Run 1, signal metal coverage by tile:
The bar under the picture is 50 µm long. The die is cut into 33 by 33 equal tiles; black is low, pale yellow is high, scaled to the fullest tile. Values are wire area over tile area, all layers added.
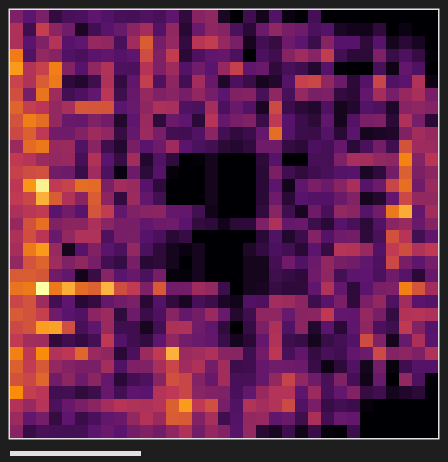
Run 1, congestion heat map:
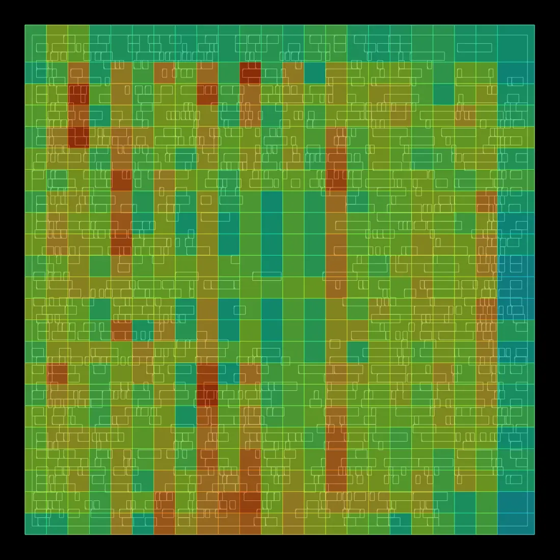
Run 1, signal wires on met2:
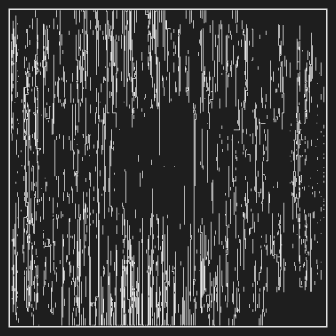
Run 1, cell density map:
The bar under the picture is 50 µm long. The die is cut into 16 by 16 equal tiles; black is low, pale yellow is high, 0 to 100% covered.
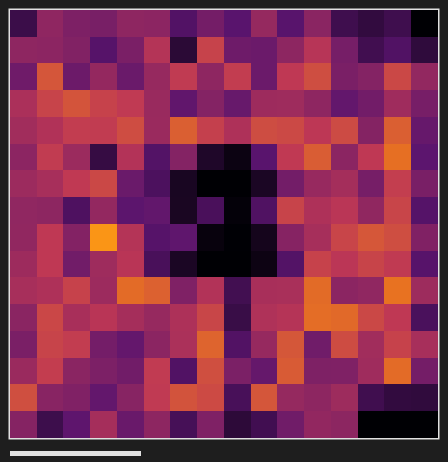
===== config.mk =====
export PLATFORM = sky130hd
export DESIGN_NAME = dmem_arbiter
export DESIGN_NICKNAME = d
export VERILOG_FILES = /design/src/rtl/dmem_arb_pkg.sv /design/src/rtl/dmem_align_chk.sv /design/src/rtl/dmem_arbiter.sv
export SDC_FILE = /design/constraint.sdc
export NUM_CORES = 1
export LEC_CHECK = 0
export ABC_AREA = 1
export ABC_CLOCK_PERIOD_IN_PS = 3700
export CELL_PAD_IN_SITES_DETAIL_PLACEMENT = 0
export CELL_PAD_IN_SITES_GLOBAL_PLACEMENT = 1
export CORE_MARGIN = 2
export CORE_UTILIZATION = 25
export DETAILED_ROUTE_END_ITERATION = 8
export PLACE_DENSITY_LB_ADDON = 0.12
export REMOVE_ABC_BUFFERS = 1
export SYNTH_ARGS = -nofsm -noshare
export SYNTH_HDL_FRONTEND = slang
export SYNTH_SLANG_ARGS = --single-unit

===== constraint.sdc =====
create_clock -name clk -period 3.7 [get_ports clk]
set_input_delay 0.74 -clock clk [delete_from_list [all_inputs] [get_ports clk]]
set_output_delay 0.74 -clock clk [all_outputs]
set_load 0.01 [all_outputs]

===== src/rtl/dmem_arb_pkg.sv =====
// Shared types for the data-memory arbiter: memop encodings, FSM states and port ids.
package dmem_arb_pkg;

    localparam logic [2:0] MEMOP_LB  = 3'b000;
    localparam logic [2:0] MEMOP_LH  = 3'b001;
    localparam logic [2:0] MEMOP_LW  = 3'b010;
    localparam logic [2:0] MEMOP_LBU = 3'b100;
    localparam logic [2:0] MEMOP_LHU = 3'b101;

    typedef enum logic [1:0] {
        IDLE  = 2'd0,
        ISSUE = 2'd1,
        RESP  = 2'd2
    } state_t;

    typedef logic port_id_t;
    localparam port_id_t PORT_M0 = 1'b0;
    localparam port_id_t PORT_M1 = 1'b1;

    function automatic logic [1:0] port_onehot(input port_id_t id);
        return (id == PORT_M1) ? 2'b10 : 2'b01;
    endfunction

endpackage


===== src/rtl/dmem_align_chk.sv =====
// Combinational misalignment check for halfword and word accesses.
module dmem_align_chk
    import dmem_arb_pkg::*;
(
    input  logic [1:0] addr,
    input  logic [2:0] memop,
    output logic       misaligned
);

    // NOTE: default assignment first so no path through the case leaves
    // the output unassigned and infers a latch.
    always_comb begin
        misaligned = 1'b0;
        case (memop)
            MEMOP_LH, MEMOP_LHU: misaligned = addr[0];
            MEMOP_LW:            misaligned = (addr != 2'b00);
            default:             misaligned = 1'b0;
        endcase
    end

endmodule


===== src/rtl/dmem_arbiter.sv =====
// Two-requester data-memory arbiter (CPU on m0, debug/DMA on m1) with a 3-state FSM.
// Define DMEM_ARB_ROUND_ROBIN_EN for round-robin on simultaneous requests; otherwise m0 wins.
module dmem_arbiter
    import dmem_arb_pkg::*;
#(
    parameter int AW = 32,
    parameter int DW = 32
) (
    input  logic          clk,
    input  logic          rst,
    input  logic          m0_req,
    input  logic [AW-1:0] m0_addr,
    input  logic [DW-1:0] m0_wdata,
    input  logic [2:0]    m0_memop,
    input  logic          m0_we,
    output logic          m0_gnt,
    output logic          m0_rvalid,
    output logic [DW-1:0] m0_rdata,
    output logic          m0_err,
    input  logic          m1_req,
    input  logic [AW-1:0] m1_addr,
    input  logic [DW-1:0] m1_wdata,
    input  logic [2:0]    m1_memop,
    input  logic          m1_we,
    output logic          m1_gnt,
    output logic          m1_rvalid,
    output logic [DW-1:0] m1_rdata,
    output logic          m1_err,
    output logic [AW-1:0] mem_addr,
    output logic [DW-1:0] mem_datain,
    output logic [2:0]    mem_memop,
    output logic          mem_we,
    input  logic [DW-1:0] mem_dataout
);

    state_t        state;
    port_id_t      win_id;
    port_id_t      id_q;
    logic          any_req;
    logic          mis;
    logic          mis_q;
    logic          we_q;
    logic          mem_we_q;
    logic [AW-1:0] sel_addr;
    logic [DW-1:0] sel_wdata;
    logic [2:0]    sel_memop;
    logic          sel_we;
    logic [AW-1:0] mem_addr_q;
    logic [DW-1:0] mem_datain_q;
    logic [2:0]    mem_memop_q;
    logic [1:0]    gnt_q;
    logic [1:0]    err_q;
    logic [1:0]    rvalid_q;
    logic [DW-1:0] rdata_q [2];
    logic [DW-1:0] resp_data;
`ifdef DMEM_ARB_ROUND_ROBIN_EN
    port_id_t      rr_q;
`endif

    assign any_req = m0_req | m1_req;

    always_comb begin
`ifdef DMEM_ARB_ROUND_ROBIN_EN
        if (m0_req && m1_req) win_id = rr_q;
        else                  win_id = m0_req ? PORT_M0 : PORT_M1;
`else
        win_id = m0_req ? PORT_M0 : PORT_M1;
`endif
        sel_addr  = (win_id == PORT_M1) ? m1_addr  : m0_addr;
        sel_wdata = (win_id == PORT_M1) ? m1_wdata : m0_wdata;
        sel_memop = (win_id == PORT_M1) ? m1_memop : m0_memop;
        sel_we    = (win_id == PORT_M1) ? m1_we    : m0_we;
    end

    dmem_align_chk u_align_chk (
        .addr       (sel_addr[1:0]),
        .memop      (sel_memop),
        .misaligned (mis)
    );

    // A misaligned read completes normally but returns zero.
    assign resp_data = mis_q ? '0 : mem_dataout;

    // NOTE: sequential state uses non-blocking assignments so every register
    // samples pre-edge values regardless of statement order.
    always_ff @(posedge clk) begin
        if (rst) begin
            state        <= IDLE;
            id_q         <= PORT_M0;
            we_q         <= 1'b0;
            mis_q        <= 1'b0;
            mem_addr_q   <= '0;
            mem_datain_q <= '0;
            mem_memop_q  <= '0;
            mem_we_q     <= 1'b0;
            gnt_q        <= '0;
            err_q        <= '0;
            rvalid_q     <= '0;
            rdata_q[0]   <= '0;
            rdata_q[1]   <= '0;
`ifdef DMEM_ARB_ROUND_ROBIN_EN
            rr_q         <= PORT_M0;
`endif
        end else begin
            case (state)
                IDLE: begin
                    if (any_req) begin
                        id_q         <= win_id;
                        we_q         <= sel_we;
                        mis_q        <= mis;
                        mem_addr_q   <= sel_addr;
                        mem_datain_q <= sel_wdata;
                        mem_memop_q  <= sel_memop;
                        mem_we_q     <= sel_we & ~mis;
                        gnt_q        <= port_onehot(win_id);
                        err_q        <= mis ? port_onehot(win_id) : 2'b00;
`ifdef DMEM_ARB_ROUND_ROBIN_EN
                        rr_q         <= ~win_id;
`endif
                        state        <= ISSUE;
                    end
                end
                ISSUE: begin
                    gnt_q    <= '0;
                    err_q    <= '0;
                    mem_we_q <= 1'b0;
                    if (we_q) begin
                        state <= IDLE;
                    end else begin
                        rvalid_q <= port_onehot(id_q);
                        state    <= RESP;
                    end
                end
                RESP: begin
                    rvalid_q      <= '0;
                    rdata_q[id_q] <= resp_data;
                    state         <= IDLE;
                end
                default: state <= IDLE;
            endcase
        end
    end

    // Strobes are masked by rst so an in-flight access is dropped in the reset cycle itself.
    assign m0_gnt    = gnt_q[0] & ~rst;
    assign m1_gnt    = gnt_q[1] & ~rst;
    assign m0_err    = err_q[0] & ~rst;
    assign m1_err    = err_q[1] & ~rst;
    assign m0_rvalid = rvalid_q[0] & ~rst;
    assign m1_rvalid = rvalid_q[1] & ~rst;
    assign m0_rdata  = m0_rvalid ? resp_data : rdata_q[0];
    assign m1_rdata  = m1_rvalid ? resp_data : rdata_q[1];

    assign mem_addr   = mem_addr_q;
    assign mem_datain = mem_datain_q;
    assign mem_memop  = mem_memop_q;
    assign mem_we     = mem_we_q & ~rst;

endmodule

==> run_results.csv, run 1 <==
group,metric,value,unit
sta,setup_viol,0,
die,chipHeight,163.7,µm
logic_synthesis,ys_seq_frac,0.5493,
logic_synthesis,netlist_area,6377,µm²
pwr,seq_power,1.84,mW
worst_setup_path,r2r_start,"state[1]",
clocking,clkLatencyLatePin,410,ps
global_route,grt_pass1_wl,34.64,mm
logic_synthesis,synth_cells,783,
worst_setup_path,endpoint_kind,"primary output",
pwr,sequentialPowerShare,0.403,
pwr,leakage,4.052,nW
global_route,globalRouteOverflowTotal,0,
clocking,clock-sinks,143,
logic_synthesis,ff_type,"dfxtp_1",
sta,min_period,3381,ps
pwr,combinationalPowerShare,0.216,
placed_design,post-dp-hpwl,15.80,mm
route,drc,0,
worst_setup_path,reg2reg_to,"mem_datain[14]",
clocking,htree_levels,4,
layout,layout-drive-gt1-share,0.05991,
logic_synthesis,yosys.cell_types.count,23,
sta,fin_ws,319.4,ps
logic_synthesis,area_leaders,"edfxtp_1, dfxtp_1, nand2_1",
pwr,switchingPower,1.228,mW
clocking,postCtsSetupBuffers,0,
global_route,grt_max_degree,72,
die,die_w,163.7,µm
logic_synthesis,ys_sh_simple,0.2056,
pwr,p_clk,1.73,mW
layout,lay_top_count,"clkdlybuf4s50_1",
sta,slew_headroom,0.4650,
status,status,"completed",
worst_setup_path,crit_type,"input port to primary output",
logic_synthesis,async_flop_share,0,
die,core,25110,µm²
min_path,min_path_type,"flop to flop",
logic_synthesis,adder_share,0,
logic_synthesis,ys_sh_aoi,0.1785,
logic_synthesis,muxShareOfSynthArea,0,
worst_setup_path,cp_top_family,"buffers and inverters",
min_path,holdPathEnd,"we_q",
route,dr.pass1.iters,4,
run,maxCapViolations,0,
layout,nets,1244,
worst_setup_path,max_stage_delay,550,ps
logic_synthesis,ys_top_logic_family,"simple AND/OR/NAND/NOR gates",
clocking,cts_tree,"built",
placed_design,routabilityCongestion,0.7169,
worst_setup_path,crit_arrival,2640,ps
layout,stdcell_count,1416,
layout,area_growth,62.80,%
die,std_cell_rows,58,
worst_setup_path,rrSetupSlack,2030,ps
logic_synthesis,syn_area_per_cell,8.145,µm²
worst_setup_path,required,2960,ps
sta,clock_skew,13.45,ps
-- 'signal metal coverage by tile' (at the start) --
nearly empty tiles: 8.4%
emptiest ninth of the die: middle
tiles over half the peak: 12%
mean over tiles: 0.14
densest ninth of the die: left middle
fullest tile: 0.48
Wirelength per Cell: 15.79 µm
Tot GR Track Use: 0.1673
total number of vias: 6,229
Routed WL: 22.37 mm

-- 'congestion heat map' (at the start) --
Util after Layout: 0.4135
met2 Usage GRT: 0.2645
M3 GR Usage: 0.06540

-- 'signal wires on met2' (at the start) --
wire length on this layer: 10,100 µm
nets with wire on the layer: 937

-- 'cell density map' (at the start) --
emptiest ninth of the die: middle
mean over tiles: 37%
tiles over 75% full: 0.40%
nearly empty tiles: 3.9%
fullest tile: 77%
densest ninth of the die: right middle

[run 1: cell type report]
type | instances | area, µm²
Inverter | 26 | 100.1
Clock buffer | 24 | 536.8
Antenna cell | 1 | 2.502
Tap cell | 330 | 412.9
Clock inverter | 8 | 63.81
Timing Repair Buffer | 332 | 3298
Sequential cell | 143 | 3503
Fill cell | 2609 | 14730
Multi-Input combinational cell | 552 | 2465
[run 1: cells in the mapped netlist, types with 5 or more instances]
cell type  number
nand2_1       189
nor2_1        140
dfxtp_1        79
a21oi_1        74
o21ai_1        66
edfxtp_1       64
a31oi_1        62
buf_2          36
inv_1          21
clkbuf_1       15
buf_4           7
nand3_1         6
inv_2           5
o21ai_0         5
[run 1: worst max path at each step]
stage / endpoint / startpoint
final: m1_rdata[10] / rst
after global routing: m1_rdata[23] / rst
after CTS: m1_rdata[4] / rst
after detailed placement: m1_rdata[4] / rst
after global placement: m1_rdata[4] / rst
after floorplan: m0_rdata[0] / rst
[run 1: registers in the layout, summed over array words and instances (netlist names)]
register    flops
rvalid_q        2
mem_datain     32
state           2
rdata_q        64
mis_q           1
gnt_q           2
mem_we_q        1
mem_memop       3
id_q            1
err_q           2
mem_addr       32
we_q            1
[run 1: through the flow]
stage               cell area (µm²)  utilization
finish                        10380       0.4135
global route                  10380       0.4135
floorplan                      6051            -
detailed placement             9779       0.3895
global placement               9779       0.3895
CTS                           10380       0.4134
[run 1: routing by layer]
metal / global-route usage / up-vias / part of all wire
met5: 0 / - / 0
met4: 0.04306 / 0 / 0.011
met3: 0.06540 / 13 / 0.095
met2: 0.2645 / 230 / 0.45
met1: 0.2139 / 2765 / 0.44
li1: - / 3221 / -
==> inputs of run 2 (changes only) <==
SETUP_SLACK_MARGIN = 0.2   (was not set)
SYNTH_HIERARCHICAL = 1   (was not set)
Run 2, the metal 1 layer:
The bar under the picture is 50 µm long.
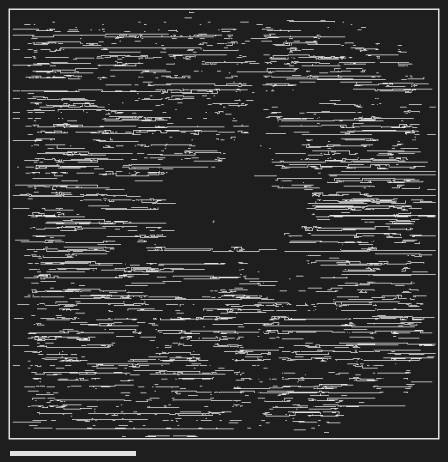
wire length on this layer: 10,400 µm
longest straight run: 70.4 µm
share of all routed wire: 44%
nets with wire on the layer: 1,166
total number of vias: 6,626
Routed WL: 23.45 mm
grt met1 use: 0.2031

==> run 2 against run 1 <==
Global-route usage is 0.43 points lower. Clock power is 5% higher. Clock skew is 2.5 ps lower. Via count is 6.4% higher. Critical path depth stayed put. Synthesized cell count is 16% higher. Critical endpoint is now m1_rdata[4]. Cell count is 9.2% higher.
==> run_results.csv, run 2 <==
group,metric,value,unit
layout,design_area,10790,µm²
clocking,cts_buffer_depth,2,
clocking,post_cts_resize_count,0,
sta,fmax,333.2,MHz
sta,drv_slew,0,
route,drc,0,
logic_synthesis,synth_cells,911,
route,drtIter0Drc,224,
placed_design,dpl_cell_area,10180,µm²
min_path,min_path_type,"flop to flop",
global_route,met3_usage,0.07836,
global_route,track_usage,0.1630,
route,wl_per_cell,15.17,µm
global_route,grt_pass1_wl,36.29,mm
layout,lay_top_count,"nand2_1",
worst_setup_path,crit_arrival,2260,ps
logic_synthesis,area_leaders,"edfxtp_1, dfxtp_1, nand2_1",
placed_design,routabilityCongestion,0.7536,
die,std_cell_rows,60,
worst_setup_path,endpoint_kind,"primary output",
logic_synthesis,netlist_area,6852,µm²
worst_setup_path,crit_type,"input port to primary output",
clocking,clkLatencyLatePin,420,ps
logic_synthesis,syn_area_per_cell,7.521,µm²
worst_setup_path,required,2960,ps
layout,top_register,"rdata_q",
layout,area_growth,57.54,%
run,maxCapViolations,0,
logic_synthesis,yosys.cell_types.count,24,
sta,min_period,3001,ps
layout,post-route-util,0.4005,
clocking,clock_tree.root_cell,"clkbuf_16",
clocking,clk_pin_slew,60,ps
clocking,postCtsSetupBuffers,0,
sta,setup_viol,0,
logic_synthesis,async_flop_share,0,
status,status,"completed",
global_route,gr-max-usage-layer,"met2",
die,core,26950,µm²
layout,layout-drive-gt1-share,0.08140,
worst_setup_path,path_max_fanout,51,
sta,fin_ws,698.5,ps
logic_synthesis,ys_seq_frac,0.5113,
route,dr.pass1.iters,5,
layout,final.fill_count,2853,
sta,slew_headroom,0.4674,
logic_synthesis,yosys-top-cells-count,"nand2_1, nor2_1, a21oi_1",
clocking,clock-sinks,143,
global_route,grt_max_degree,67,
global_route,globalRouteOverflowTotal,0,
die,chipHeight,169.6,µm
die,fp_util,0.2542,
placed_design,post-dp-hpwl,16.57,mm
clocking,htree_levels,4,
sta,clock_skew,10.93,ps
sta,max_slew.worst_pin.slew,798.8,ps
layout,nets,1363,
layout,largest_reg_flops,64,
pwr,leakage,4.383,nW
clocking,cts_tree,"built",
run,tool_warnings,25,
die,die_w,169.6,µm
logic_synthesis,top_cell,"nand2_1",
logic_synthesis,ff_type,"dfxtp_1",
Run 2, signal wires on met2:
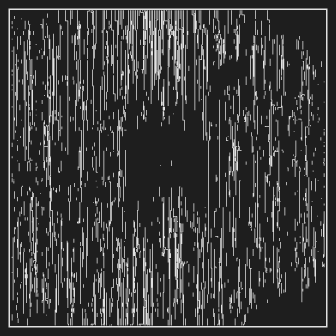
wire length on this layer: 10,200 µm
nets with wire on the layer: 965
share of all routed wire: 44%
longest straight run: 71.7 µm
main direction: vertical
met2 Usage GRT: 0.2527

## run 2: worst paths after layout
kind	slack, ps	startpoint	cells after the start	endpoint
max	700	rst	6	m1_rdata[4]
min	460	mem_addr[15]	2	mem_addr[15]
max reg2reg	1980	state[1]	5	rdata_q[0][15]
min reg2reg	460	mem_addr[15]	2	mem_addr[15]
## run 2: worst max-delay path: stages
cell,delay [ps]
buf_4,150
nor2_4,320
buf_12,270
nor2_1,60
a21oi_1,140
clkdlybuf4s50_1,550
## run 2: kinds of logic after synthesis
family	after synthesis	share of synthesized area
and+or+nand+nor	544	0.3108
DFF	143	0.5113
AOI/OAI and AO/OA	140	0.1134
buffers and inverters	84	0.06446
## run 2: stage by stage
step	hold WS [ps]	total power [mW]	std cells	TNS, ps
after floorplan	439.3	2.224	848	-14590
after global placement	450.5	2.830	1513	0
after detailed placement	454.1	2.826	1513	0
after CTS	464.1	4.664	1545	0
after global routing	480.2	4.824	1545	0
final	462.4	4.584	1546	0
## run 2: where the power goes
group          leakage (nW)  internal [mW]  switching, mW
Sequential             1.31           1.75         0.0482
Combinational          2.78          0.485          0.488
Clock                 0.289           1.08          0.734
Total                  4.38           3.31           1.27
## run 2: layout make-up
class	instances	area, µm²	share of cell area
sequential	143	3503	0.3246
timing repair buffer	324	3248	0.3009
multi-input combinational	684	2922	0.2707
clock buffer	18	429.2	0.03976
tap	341	426.7	0.03953
clock inverter	14	182.7	0.01692
inverter	21	80.08	0.007419
antenna	1	2.502	0.0002318
## run 2: metal layers
layer,part of all wire,vias up
li1,-,3461
met1,0.44,2913
met2,0.44,245
met3,0.11,7
met4,0.0070,0
met5,0,-
Power figures rest on the tool's default switching activity, not on a simulated workload.
